### src/rtl/heartbeat_monitor.sv
// -----------------------------------------------------------------------------
// heartbeat_monitor
//
// Watches a heartbeat square wave from a remote board or FPGA and decides
// whether that source is alive. Both edges of the heartbeat count. The time
// between consecutive edges is measured in prescaled ticks. A run of
// in-range intervals locks the monitor. It reports period violations while
// locked, and loss of heartbeat when no edge arrives for too long.
//
// Ports:
//   clk        in   system clock
//   rst        in   asynchronous, active-high reset
//   hb_in      in   asynchronous heartbeat input (both edges are events)
//   clr_err    in   synchronous clear of err_sticky (a new error wins)
//   alive      out  high while in LOCKED
//   lost       out  high while in LOST
//   period     out  last measured edge-to-edge interval, in ticks
//   edge_count out  number of detected edges, wraps 0xFFFF -> 0
//   period_err out  one-cycle pulse on an out-of-range interval while LOCKED
//   err_sticky out  set by period_err or by entering LOST
//   state      out  00 SEARCH, 01 ACQUIRE, 10 LOCKED, 11 LOST
// -----------------------------------------------------------------------------
module heartbeat_monitor #(
  parameter int PRESCALE_W    = 16,
  parameter int MIN_TICKS     = 96,
  parameter int MAX_TICKS     = 160,
  parameter int TIMEOUT_TICKS = 256,
  parameter int LOCK_COUNT    = 4,
  parameter int SYNC_STAGES   = 2
) (
  input  logic        clk,
  input  logic        rst,
  input  logic        hb_in,
  input  logic        clr_err,
  output logic        alive,
  output logic        lost,
  output logic [15:0] period,
  output logic [15:0] edge_count,
  output logic        period_err,
  output logic        err_sticky,
  output logic [1:0]  state
);

  // Monitor states. The encoding is visible on the state port.
  typedef enum logic [1:0] {
    ST_SEARCH  = 2'b00,
    ST_ACQUIRE = 2'b01,
    ST_LOCKED  = 2'b10,
    ST_LOST    = 2'b11
  } state_t;

  localparam int GOOD_W = $clog2(LOCK_COUNT + 1);

  localparam logic [15:0]       MIN_V     = 16'(MIN_TICKS);
  localparam logic [15:0]       MAX_V     = 16'(MAX_TICKS);
  localparam logic [15:0]       TIMEOUT_V = 16'(TIMEOUT_TICKS);
  // Value of the good counter just before the interval that completes a lock.
  localparam logic [GOOD_W-1:0] LOCK_LAST = GOOD_W'(LOCK_COUNT - 1);

  // ---------------------------------------------------------------------------
  // Tick prescaler. It is free running and never reset by heartbeat activity.
  // tick is a clock enable, not a derived clock.
  // ---------------------------------------------------------------------------
  logic [PRESCALE_W-1:0] presc_reg;
  logic                  tick;

  always_ff @(posedge clk or posedge rst) begin
    if (rst) begin
      presc_reg <= '0;
    end else begin
      presc_reg <= presc_reg + 1'b1;
    end
  end

  assign tick = &presc_reg;

  // ---------------------------------------------------------------------------
  // Input synchroniser followed by a delayed copy for edge detection.
  // The chain is reset too, so no stale level survives a reset. Otherwise a
  // stale level could fake an edge after reset is released.
  // ---------------------------------------------------------------------------
  logic [SYNC_STAGES-1:0] sync_reg;
  logic                   hb_dly_reg;
  logic                   hb_edge;

  generate
    for (genvar gi = 0; gi < SYNC_STAGES; gi++) begin : g_sync
      if (gi == 0) begin : g_first
        always_ff @(posedge clk or posedge rst) begin
          if (rst) begin
            sync_reg[gi] <= 1'b0;
          end else begin
            sync_reg[gi] <= hb_in;
          end
        end
      end else begin : g_rest
        always_ff @(posedge clk or posedge rst) begin
          if (rst) begin
            sync_reg[gi] <= 1'b0;
          end else begin
            sync_reg[gi] <= sync_reg[gi-1];
          end
        end
      end
    end
  endgenerate

  always_ff @(posedge clk or posedge rst) begin
    if (rst) begin
      hb_dly_reg <= 1'b0;
    end else begin
      hb_dly_reg <= sync_reg[SYNC_STAGES-1];
    end
  end

  // Both polarities count as an event.
  assign hb_edge = sync_reg[SYNC_STAGES-1] ^ hb_dly_reg;

  // ---------------------------------------------------------------------------
  // Interval counter, measured period and edge counter.
  // The counter saturates at the timeout value. While saturated it keeps
  // asserting timeout, and it holds the saturated value for the next edge.
  // An edge in a tick cycle clears the counter, so that tick is lost.
  // ---------------------------------------------------------------------------
  logic [15:0] cnt_reg;
  logic [15:0] period_reg;
  logic [15:0] edge_count_reg;
  logic        timeout;
  logic        in_range;

  always_ff @(posedge clk or posedge rst) begin
    if (rst) begin
      cnt_reg        <= '0;
      period_reg     <= '0;
      edge_count_reg <= '0;
    end else begin
      if (hb_edge) begin
        cnt_reg        <= '0;
        period_reg     <= cnt_reg;
        edge_count_reg <= edge_count_reg + 1'b1;
      end else if (tick && (cnt_reg != TIMEOUT_V)) begin
        cnt_reg <= cnt_reg + 1'b1;
      end
    end
  end

  assign timeout  = (cnt_reg == TIMEOUT_V) && !hb_edge;
  assign in_range = (cnt_reg >= MIN_V) && (cnt_reg <= MAX_V);

  // ---------------------------------------------------------------------------
  // Lock state machine.
  // ---------------------------------------------------------------------------
  state_t            state_reg;
  state_t            state_next;
  logic [GOOD_W-1:0] good_reg;
  logic [GOOD_W-1:0] good_next;
  logic              perr_next;
  logic              err_set;

  always_ff @(posedge clk or posedge rst) begin
    if (rst) begin
      state_reg <= ST_SEARCH;
      good_reg  <= '0;
    end else begin
      state_reg <= state_next;
      good_reg  <= good_next;
    end
  end

  always_comb begin
    state_next = state_reg;
    good_next  = good_reg;
    perr_next  = 1'b0;
    case (state_reg)
      ST_SEARCH: begin
        // The first interval runs from reset or an unknown point in time,
        // so it only starts acquisition and is not judged.
        if (hb_edge) begin
          state_next = ST_ACQUIRE;
          good_next  = '0;
        end else if (timeout) begin
          state_next = ST_LOST;
        end
      end
      ST_ACQUIRE: begin
        if (hb_edge) begin
          if (in_range) begin
            good_next = good_reg + 1'b1;
            if (good_reg == LOCK_LAST) begin
              state_next = ST_LOCKED;
            end
          end else begin
            good_next = '0;
          end
        end else if (timeout) begin
          state_next = ST_LOST;
        end
      end
      ST_LOCKED: begin
        if (hb_edge) begin
          if (!in_range) begin
            perr_next  = 1'b1;
            state_next = ST_ACQUIRE;
            good_next  = '0;
          end
        end else if (timeout) begin
          state_next = ST_LOST;
        end
      end
      default: begin
        // LOST: the counter is saturated, so this interval means nothing.
        // It only restarts acquisition.
        if (hb_edge) begin
          state_next = ST_ACQUIRE;
          good_next  = '0;
        end
      end
    endcase
  end

  // Entering LOST from any other state counts as an error, as does a
  // period violation.
  assign err_set = perr_next || ((state_next == ST_LOST) && (state_reg != ST_LOST));

  // ---------------------------------------------------------------------------
  // Registered status outputs. They decode the next state, so they move in
  // the same cycle as the state register.
  // ---------------------------------------------------------------------------
  logic alive_reg;
  logic lost_reg;
  logic period_err_reg;
  logic err_sticky_reg;

  always_ff @(posedge clk or posedge rst) begin
    if (rst) begin
      alive_reg      <= 1'b0;
      lost_reg       <= 1'b0;
      period_err_reg <= 1'b0;
      err_sticky_reg <= 1'b0;
    end else begin
      alive_reg      <= (state_next == ST_LOCKED);
      lost_reg       <= (state_next == ST_LOST);
      period_err_reg <= perr_next;
      // A new error beats a clear in the same cycle.
      if (err_set) begin
        err_sticky_reg <= 1'b1;
      end else if (clr_err) begin
        err_sticky_reg <= 1'b0;
      end
    end
  end

  assign alive      = alive_reg;
  assign lost       = lost_reg;
  assign period     = period_reg;
  assign edge_count = edge_count_reg;
  assign period_err = period_err_reg;
  assign err_sticky = err_sticky_reg;
  assign state      = state_reg;

endmodule

### config.mk
export PLATFORM = sky130hd
export DESIGN_NAME = heartbeat_monitor
export DESIGN_NICKNAME = d
export VERILOG_FILES = /design/src/rtl/heartbeat_monitor.sv
export SDC_FILE = /design/constraint.sdc
export NUM_CORES = 1
export LEC_CHECK = 0
export CAP_MARGIN = 0
export CORE_MARGIN = 10
export CORE_UTILIZATION = 50
export DETAILED_ROUTE_END_ITERATION = 8
export PLACE_DENSITY = 0.74
export SLEW_MARGIN = 5
export SYNTH_ARGS = -nofsm -noshare
export SYNTH_HDL_FRONTEND = slang
export SYNTH_SLANG_ARGS = --single-unit
### constraint.sdc
create_clock -name clk -period 3.46 [get_ports clk]
set_input_delay 0.692 -clock clk [delete_from_list [all_inputs] [get_ports clk]]
set_output_delay 0.692 -clock clk [all_outputs]
set_load 0.02 [all_outputs]
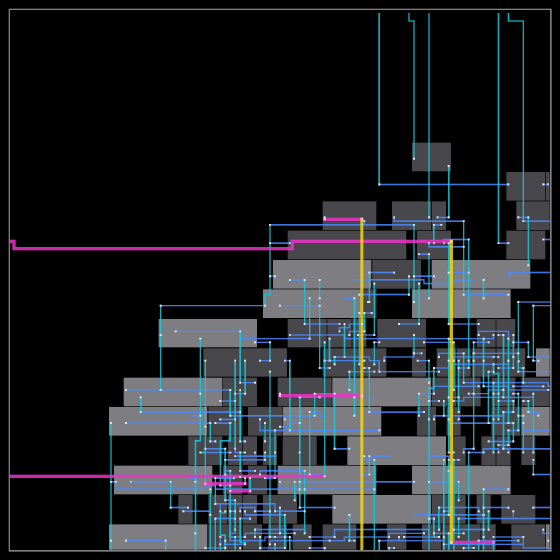
Run 1: close-up of the layout
Region (1, 52) to (51, 102) µm. Cells in gray, sequential cells in the stronger gray; small squares are vias.
- met2: cyan
- met3: magenta
- met1: blue
- met4: yellow
- sequential cells in the window: 15
- most frequent: dfrtp_1 (15), nand3_1 (9), nor2_1 (7)
- netlist names of flops here include: presc_reg (10), good_reg (3)
- cells with their middle in the window: 80

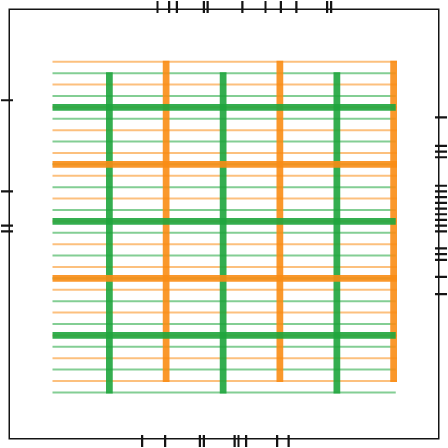
Run 1: supply network
Pins as bars on the die edge.
- VDD: orange
- VSS: green
- met1 rails: 30
- rows: 29
- met5 straps: 5
- met4 straps: 6
- signal pins: 42
die width: 102.1 µm
area of the core: 0.006459 mm²
maximum vdd drop: 0.0002186 V
Die H: 102.1 µm

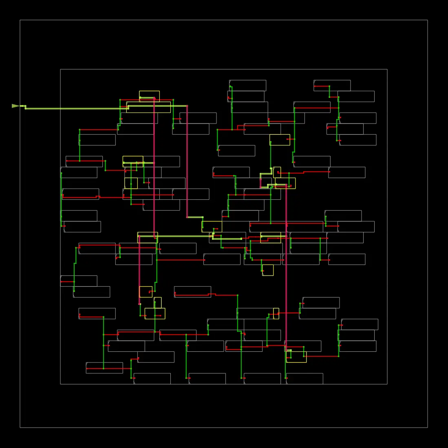
Run 1: the clock network
Late-Pin Clk Latency: 0.35 ns
Seq cells: 76
Clock group: 659 µW
CTS sink cnt: 76

==> changes_impl.md, run 1 <==
## Implementation

- Worst path max stage delay: 0.67 ns
- Min-Delay Path Depth: 0
- First-pass GRT wire length: 11210 µm
- Register bit count reported by yosys: 76
- Most common logic cells in the final layout: dfrtp_1, nand2_1, clkdlybuf4s50_1
- CTS buffer count: 9
- Cell taking the most area after synthesis: dfrtp_1
- CP Buf/Inv Count: 1
- Simple share: 22.57%
- CP required: ~2.8 ns
- Crit-path cells: clkdlybuf4s50_1
- CTS Hold Bufs: 0
- Net Switching: just over 500 µW
- DP Area: between 0.003 and 0.004 mm²
- Final setup TNS: 0 ns
- Crit path time final: 2.159 ns
- Overall Global Routing Usage: 13.47%
- Ao+oa area frac: 6.719%
- # DRC: 0
- Setup crit start kind: flop
- Worst R2R Path Depth: 6
- Register-to-register setup slack: 1.36 ns
- Cell Rows: 29
- Syn nets: between 300 and 400
- CP delay by family, top: buffers and inverters
- Critical path depth: 1
- Worst Setup End Kind: output port
- Hold path start: sync_reg[0]
- Slew HR: 53.78%
- Postcts setup bufs: 0
- Main flop type: dfrtp_1
- Cells after synthesis: 320
- GR Layer Usage met1: between 15 and 20%
- Lkg Pwr: 1.881 nW
- Yosys stat area: between 0.003 and 0.004 mm²
- Critical path arrival: 1.47 ns
- Global-route layer with the greatest usage: met2
- H-tree lvl count: 3
- Status: finished clean
- Post-synthesis average cell area: roughly 11 µm²
- Share of layout cells above drive strength 1: 8.895%
- Top cells, area: dfrtp_1, nand2_1, xnor2_1
- Largest net degree at the start of global routing: 45
- Final Instance Area: ~0.0041 mm²
- Top-area cell share: between 50% and 60%
- Via-to-Cell Ratio: 5.400
- CP Class: reg -> out
- Gr ovfl total: 0
- Diode count: 0
- Buffers added on ports: 41
- Pint: 1.360 mW
- Worst r2r dst: cnt_reg[15]
- Synth-to-Final Area Change: 20.94%
- Number of global-route vias before repair: 2418
- Count leader, synth: dfrtp_1
- Post-synthesis sequential area ratio: between 50% and 60%
- Synth cell types: around 40
- XOR-XNOR Cells, Area Fraction: 8.834%
- Crit path to: state[0]
- Final setup vio count: 0
- Fin. Hold Viols: 0
- Post-synth top cells: dfrtp_1, nand2_1, nand3_1
- Critical Path Fanout Max: 6
- Synthesized area: 0.003371 mm²
- PD cells: 457.1 mW/mm²
- Synth async-reset ratio: 100.0%
- Detail Route Antenna Nets: 0
- Initial DRT Pass Iterations: 4
run 1: power by group through the flow:
stage / Combinational [mW] / Clock [mW] / Sequential [mW]
finish: 0.230 / 0.659 / 0.974
global placement: 0.230 / 0 / 0.990
detailed placement: 0.234 / 0 / 0.992
global route: 0.257 / 0.710 / 0.983
CTS: 0.235 / 0.677 / 0.975
floorplan: 0.0891 / 0 / 1.02
run 1: cell type report:
type | instances | area, µm² | area share, %
Sequential cell | 76 | 1902 | 46.65
Multi-Input combinational cell | 223 | 1395 | 34.22
Timing Repair Buffer | 44 | 445.4 | 10.93
Clock buffer | 10 | 127.6 | 3.131
Tap cell | 77 | 96.34 | 2.363
Clock inverter | 6 | 65.06 | 1.596
Inverter | 12 | 45.04 | 1.105
Run 1, selected gate families:
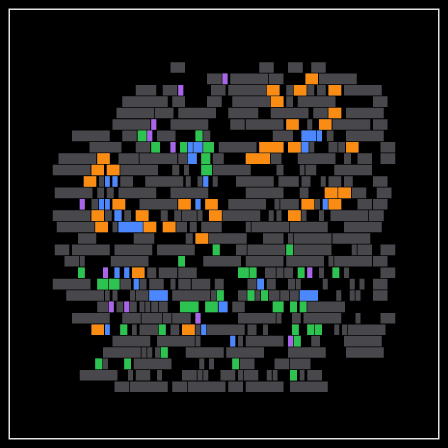

## Run 2: what changed since run 1
==> constraint.sdc (replaced) <==
create_clock -name clk -period 2.2 [get_ports clk]
set_input_delay 0.44 -clock clk [delete_from_list [all_inputs] [get_ports clk]]
set_output_delay 0.44 -clock clk [all_outputs]
set_load 0.02 [all_outputs]
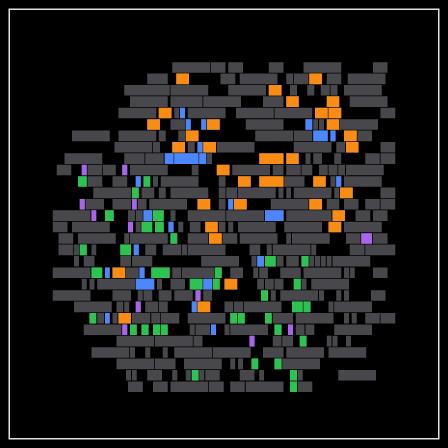
Run 2: selected gate families
- NOR gates: blue (cells 25; most used nor2_1)
- inverters: purple (cells 12; most used inv_1)
- inverting AOI/OAI gates: green (cells 36; most used o21ai_0)
- XOR/XNOR gates: orange (cells 34; most used xnor2_1)
final std cells w/o fill: 449
Comb/total area: 33.94%

==> changes_impl.md, run 2 <==
## Implementation

- Status: finished clean
- Hold path start: sync_reg[0]
- Die width: 102.1 µm (unchanged)
- Synth async-reset ratio: 100.0% (unchanged)
- Filler Cell Count: 509
- Register bit count reported by yosys: 76 (unchanged)
- Fmax: roughly 500 MHz
- Top-area cell share: 56.42% (unchanged)
- Worst Setup End Kind: flop
- Min-Delay Path Depth: 0 (unchanged)
- Top cells, area: dfrtp_1, nand2_1, xnor2_1
- Non-Clock Buffer Area Fraction: 10.95% (+0.023 points)
- # Cells Yosys: 320
- Comb. pwr: 376 µW (+63%)
- Main flop type: dfrtp_1
- Drt total wl: 6992 µm
- Number of global-route vias before repair: 2453 (+1.4%)
- Final setup TNS: 0 ns (unchanged)
- Synthesized area: 0.003371 mm² (unchanged)
- CP required: 2.44 ns (-0.33 ns)
- Final setup vio count: 0 (unchanged)
- Synth cell types: 41 (unchanged)
- Post-synth top cells: dfrtp_1, nand2_1, nand3_1
- Leading cell kind: sequential cells
- Largest net degree at the start of global routing: 77 (+71%)
- Count leader, synth: dfrtp_1
- PD cells: 757.2 mW/mm² (+66%)
- Initial DRT Pass Iterations: 4 (unchanged)
- Worst r2r dst: err_sticky
- Dpl cells: about 430
- Cell Rows: 29 (unchanged)
- Die H: 102.1 µm (unchanged)
- Clk pwr share: about two fifths
- HP Class: reg -> reg
- WL met1: slightly above 3000 µm
- TAP cells: 77 (unchanged)
- Overall Global Routing Usage: 14.11% (+0.64 points)
- Footprint of the multi-input gates: 0.001404 mm² (+0.63%)
- Net Switching: 832.6 µW (+65%)
- Top pwr grp: sequential cells
- Cell taking the most area after synthesis: dfrtp_1
- OpenROAD warning count: 27
- GR Layer Usage met1: 16.49% (-0.048 points)
- Chip area: between 0.01 and 0.015 mm²
- H-tree lvl count: 3 (unchanged)
- Syn nets: 330 (unchanged)
- Boundary Pins: 42
- Max-Cap Viols: 0
- DP Area: 0.003895 mm² (+0.29%)
- Number of enable flip-flop cells: 0
- Cells after synthesis: 320 (unchanged)
- Share of layout cells above drive strength 1: 9.409% (+0.51 points)
- Critical path arrival: 2.23 ns (+0.76 ns)
- # DRC: 0 (unchanged)
- Buffers added on ports: 41 (unchanged)
- CTS Hold Bufs: 0 (unchanged)
- Fin. Hold Viols: 0 (unchanged)
- Gr ovfl total: 0 (unchanged)
- Diode count: 0 (unchanged)
- Global-route layer with the greatest usage: met2
- Crit path to: err_sticky
- Setup crit start kind: flop
- Root buf cell: clkbuf_8
- Signal buffers: 45 (+2.3%)
- CTS buffer count: 9 (unchanged)
- Yosys stat area: 0.003371 mm² (unchanged)
- Most common logic cells in the final layout: dfrtp_1, nand2_1, clkdlybuf4s50_1
- Seq cells: 76 (unchanged)
- Final-stage net count: 377
- CTS sink cnt: 76 (unchanged)
- Power Total: roughly 3.1 mW
- Crit path time final: 1.985 ns
- Hold Path End: sync_reg[1]
- Sw Ratio: 26.58%
- Sequential cell area: 0.001902 mm² (unchanged)
- Clock network share of area: 5.626% (+0.90 points)
- Met3 GRT Util: 5.196%
- Post-layout period usage: 90.22%
- Critical Path Fanout Max: 7 (+1)
- RR Startpoint: cnt_reg[11]
- Setup WS post-layout: 0.2152 ns
- Worst slew pin tran: 0.4663 ns
- Wire length per cell: around 16 µm
- Seq/total area: 45.98% (-0.68 points)
- Slew HR: 68.67% (+15 points)
- Pint: 2.300 mW (+69%)
- FP Util: 52.19%
- Worst R2R Path Depth: 5 (-1)
- Late-Pin Clk Latency: 0.36 ns (about the same)
- Logic Gate Count: 223 (unchanged)
- Detail Route Antenna Nets: 0 (unchanged)
- Clock input transition at the sequential cells of the worst setup and hold paths: 0.09 ns
- Dpl ws: about 0.19 ns
- Area of the core: 0.006459 mm² (unchanged)
- Post-synthesis average cell area: 10.53 µm² (unchanged)
- CP Class: reg -> reg
- Maximum vdd drop: 0.0004212 V (+93%)
- Hold Slack: around 0.37 ns
- Clock group: 1.22 mW (+85%)
- Invs w/o clock: 12 (unchanged)
- Gate power share: about an eighth
- Register-to-register setup slack: 0.22 ns (-1.14 ns)
- Layout clock buffers: 10 (unchanged)
- Top sig layer: met4
- Met2 routed WL: between 3000 and 4000 µm
- RePlAce Congestion: 0.7919
- First-pass GRT wire length: 11610 µm (+3.6%)
- Synth-to-Final Area Change: 22.72%
- Post-synthesis sequential area ratio: 56.42% (unchanged)
- Lkg Pwr: 1.883 nW (+0.13%)
- Final Instance Area: 0.004136 mm² (+1.5%)
- Via-to-Cell Ratio: 5.510 (+2.0%)
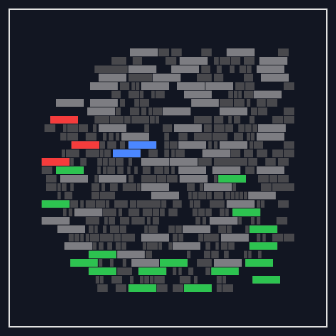
Run 2: sequential cells colored by netlist name
- period: green (sequential cells 16)
- good_reg: red (sequential cells 3)
- state: blue (sequential cells 2)
- not colored: 55
Final Core Density: 64.04%
Seq group: 1.53 mW

[run 2: cells by family (layout without fill, tap and decap cells)]
logic type      Yosys count  count (layout)  synth area share [%]
mux                       2               2                0.5939
compound gates           38              38                 6.719
buf+inv                  21              73                 2.635
xor+xnor                 34              34                 8.835
fa+ha+maj                 6               6                 2.227
simple gates            143             143                 22.57
flops                    76              76                 56.42
[run 2: critical path, cell delays in order (launching register included)]
cell and delay [ns]:
dfrtp_1 0.47, nor4_2 0.49, nand2_1 0.12, a211oi_2 0.38, nor2_1 0.12, a211o_1 0.29
[run 2: timing repair]
item	4_1_cts	5_1_grt
setup buffers	0	0
setup endpoints to repair	0	1
gates resized	0	1
Run 2, close-up of the layout:
Region (1, 52) to (51, 102) µm. Cells in gray, sequential cells in the stronger gray; small squares are vias.
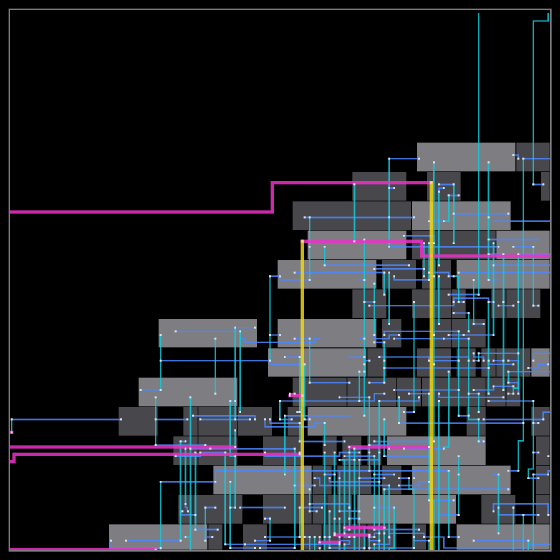

## Run 3: what changed since run 2
--- a/config.mk
+++ b/config.mk
@@ -6,6 +6,7 @@
 export NUM_CORES = 1
 export LEC_CHECK = 0
 export CAP_MARGIN = 0
+export CORE_ASPECT_RATIO = 1.1
 export CORE_MARGIN = 10
 export CORE_UTILIZATION = 50
 export DETAILED_ROUTE_END_ITERATION = 8
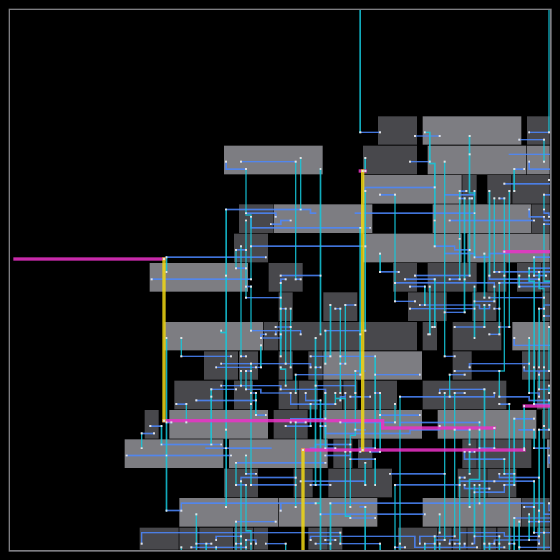
Run 3: close-up of the layout
Region (0, 55) to (50, 105) µm. Cells in gray, sequential cells in the stronger gray; small squares are vias.
- met4: yellow
- met3: magenta
- met1: blue
- met2: cyan
- sequential cells in the window: 19
- most frequent: dfrtp_1 (19), nand3_1 (8)
- cells with their middle in the window: 82
- netlist names of flops here include: presc_reg (11), good_reg (3), cnt_reg (2)

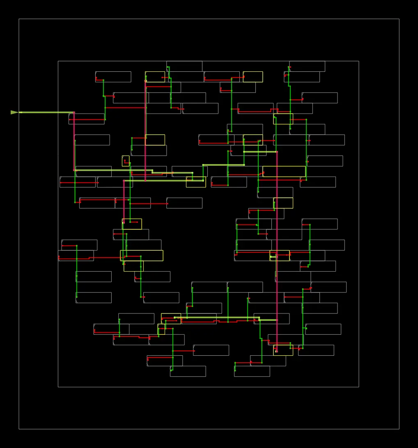
Run 3: the clock network
clock skew: 0.009095 ns
Clock group: 1.22 mW
Layout clock buffers: 12
CTS buffer count: 9

==> changes_impl.md, run 3 <==
## Implementation

- Status: finished clean
- Share of layout cells above drive strength 1: 9.651% (+0.24 points)
- Diode count: 0 (unchanged)
- PD cells: 751.8 mW/mm² (-0.72%)
- H-tree lvl count: 3 (unchanged)
- Fmax: 501.3 MHz (-0.50%)
- Filler Cell Count: 518 (+1.8%)
- Lkg Pwr: 1.893 nW (+0.52%)
- Slowest CP cell: a211oi_2
- Worst R2R Path Depth: 5 (unchanged)
- Area of the core: 0.006555 mm² (+1.5%)
- Yosys stat area: 0.003371 mm² (unchanged)
- Min-Delay Path Depth: 0 (unchanged)
- Net Switching: 774.9 µW (-6.9%)
- Top-area cell share: 56.42% (unchanged)
- Power Total: 3.122 mW (-0.33%)
- Crit path to: err_sticky
- Number of global-route vias before repair: 2546 (+3.8%)
- # DRC: 0 (unchanged)
- Root buf cell: clkbuf_8
- Top cells, area: dfrtp_1, nand2_1, xnor2_1
- Die H: 106.1 µm (+3.9%)
- Cts repair resizes: 0 (unchanged)
- Synth Area in Adders: 2.227% (unchanged)
- Gr ovfl total: 0 (unchanged)
- Logic Gate Count: 223 (unchanged)
- Main flop type: dfrtp_1
- Simple share: 22.57% (unchanged)
- FP Util: 51.42% (-0.77 points)
- Synthesized area: 0.003371 mm² (unchanged)
- Fin. Hold Viols: 0 (unchanged)
- Worst slew pin tran: 0.4999 ns (+0.03358 ns)
- Count leader, synth: dfrtp_1
- Setup WS post-layout: 0.2051 ns (-0.01003 ns)
- HP Class: reg -> reg
- Crit-path cells: nor4_2 -> nand4_1 -> a211oi_2 -> nor2_1 -> a211o_1
- CP Buf/Inv Count: 0 (unchanged)
- Max-Cap Viols: 0 (unchanged)
- Sequential cell area: 0.001902 mm² (unchanged)
- Register bit count reported by yosys: 76 (unchanged)
- Post-layout period usage: 90.68% (+0.46 points)
- Final setup vio count: 0 (unchanged)
- Post-synthesis sequential area ratio: 56.42% (unchanged)
- CP delay by family, top: AND-OR/OR-AND gates
- Final Core Density: 63.35% (-0.69 points)
- Top non-seq family: simple AND/OR/NAND/NOR gates
- Postcts setup bufs: 0 (unchanged)
- Seq cells: 76 (unchanged)
- Final std cells w/o fill: 455 (+1.3%)
- Comb/total area: 33.81% (-0.13 points)
- Late-Pin Clk Latency: 0.35 ns (about the same)
- Final setup TNS: 0 ns (unchanged)
- Most common logic cells in the final layout: dfrtp_1, nand2_1, clkdlybuf4s50_1
- Signal buffers: 46 (+2.2%)
- Largest net degree at the start of global routing: 77 (unchanged)
- Cells after synthesis: 320 (unchanged)
- Seq group: 1.53 mW (about the same)
- Invs w/o clock: 12 (unchanged)
- Sw Ratio: 24.82% (-1.8 points)
- First-pass GRT wire length: 11720 µm (+0.96%)
- Comb. pwr: 369 µW (-2%)
- CP Class: reg -> reg
- Via-to-Cell Ratio: 5.365 (-2.6%)
- Critical Path Fanout Max: 7 (unchanged)
- Setup crit start kind: flop
- Synth cell types: 41 (unchanged)
- CTS Hold Bufs: 0 (unchanged)
- RR Startpoint: cnt_reg[2]
- Footprint of the multi-input gates: 0.001404 mm² (unchanged)
- Post-synth mux share: 0.5939% (unchanged)
- XOR-XNOR Cells, Area Fraction: 8.834% (unchanged)
- Leading cell kind: sequential cells
- Overall Global Routing Usage: 13.30% (-0.81 points)
- Final-stage net count: 378 (+0.27%)
- Clock input transition at the sequential cells of the worst setup and hold paths: 0.08 ns (about the same)
- Dpl ws: 0.2016 ns (+0.009307 ns)
- Wire length per cell: 14.59 µm (-6.3%)
- CTS sink cnt: 76 (unchanged)
- Slew HR: 66.61% (-2.1 points)
- Pint: 2.347 mW (+2.1%)
- Post-synthesis average cell area: 10.53 µm² (unchanged)
## run 3: cell counts after synthesis
Identical to the previous run, type by type.
## run 3: routing by layer
layer | wire length, µm | track usage (%)
met5 | 0 | 0
met4 | 122 | 6.455
met3 | 429 | 4.922
met2 | 3210 | 21.60
met1 | 2878 | 15.16
## run 3: worst reg2reg max path: stages, from the launching register on
cell and delay [ns]:
dfrtp_1 0.44, nor4_2 0.40, nand4_1 0.16, a211oi_2 0.47, nor2_1 0.13, a211o_1 0.28
## run 3: how the worst min path moves through the flow
stage                      from     endpoint
global placement    sync_reg[0]  sync_reg[1]
detailed placement  sync_reg[0]  sync_reg[1]
CTS                 sync_reg[0]  sync_reg[1]
finish              sync_reg[0]  sync_reg[1]
floorplan           sync_reg[0]  sync_reg[1]
global route        sync_reg[0]  sync_reg[1]
Power is estimated from default activity; no workload was simulated.
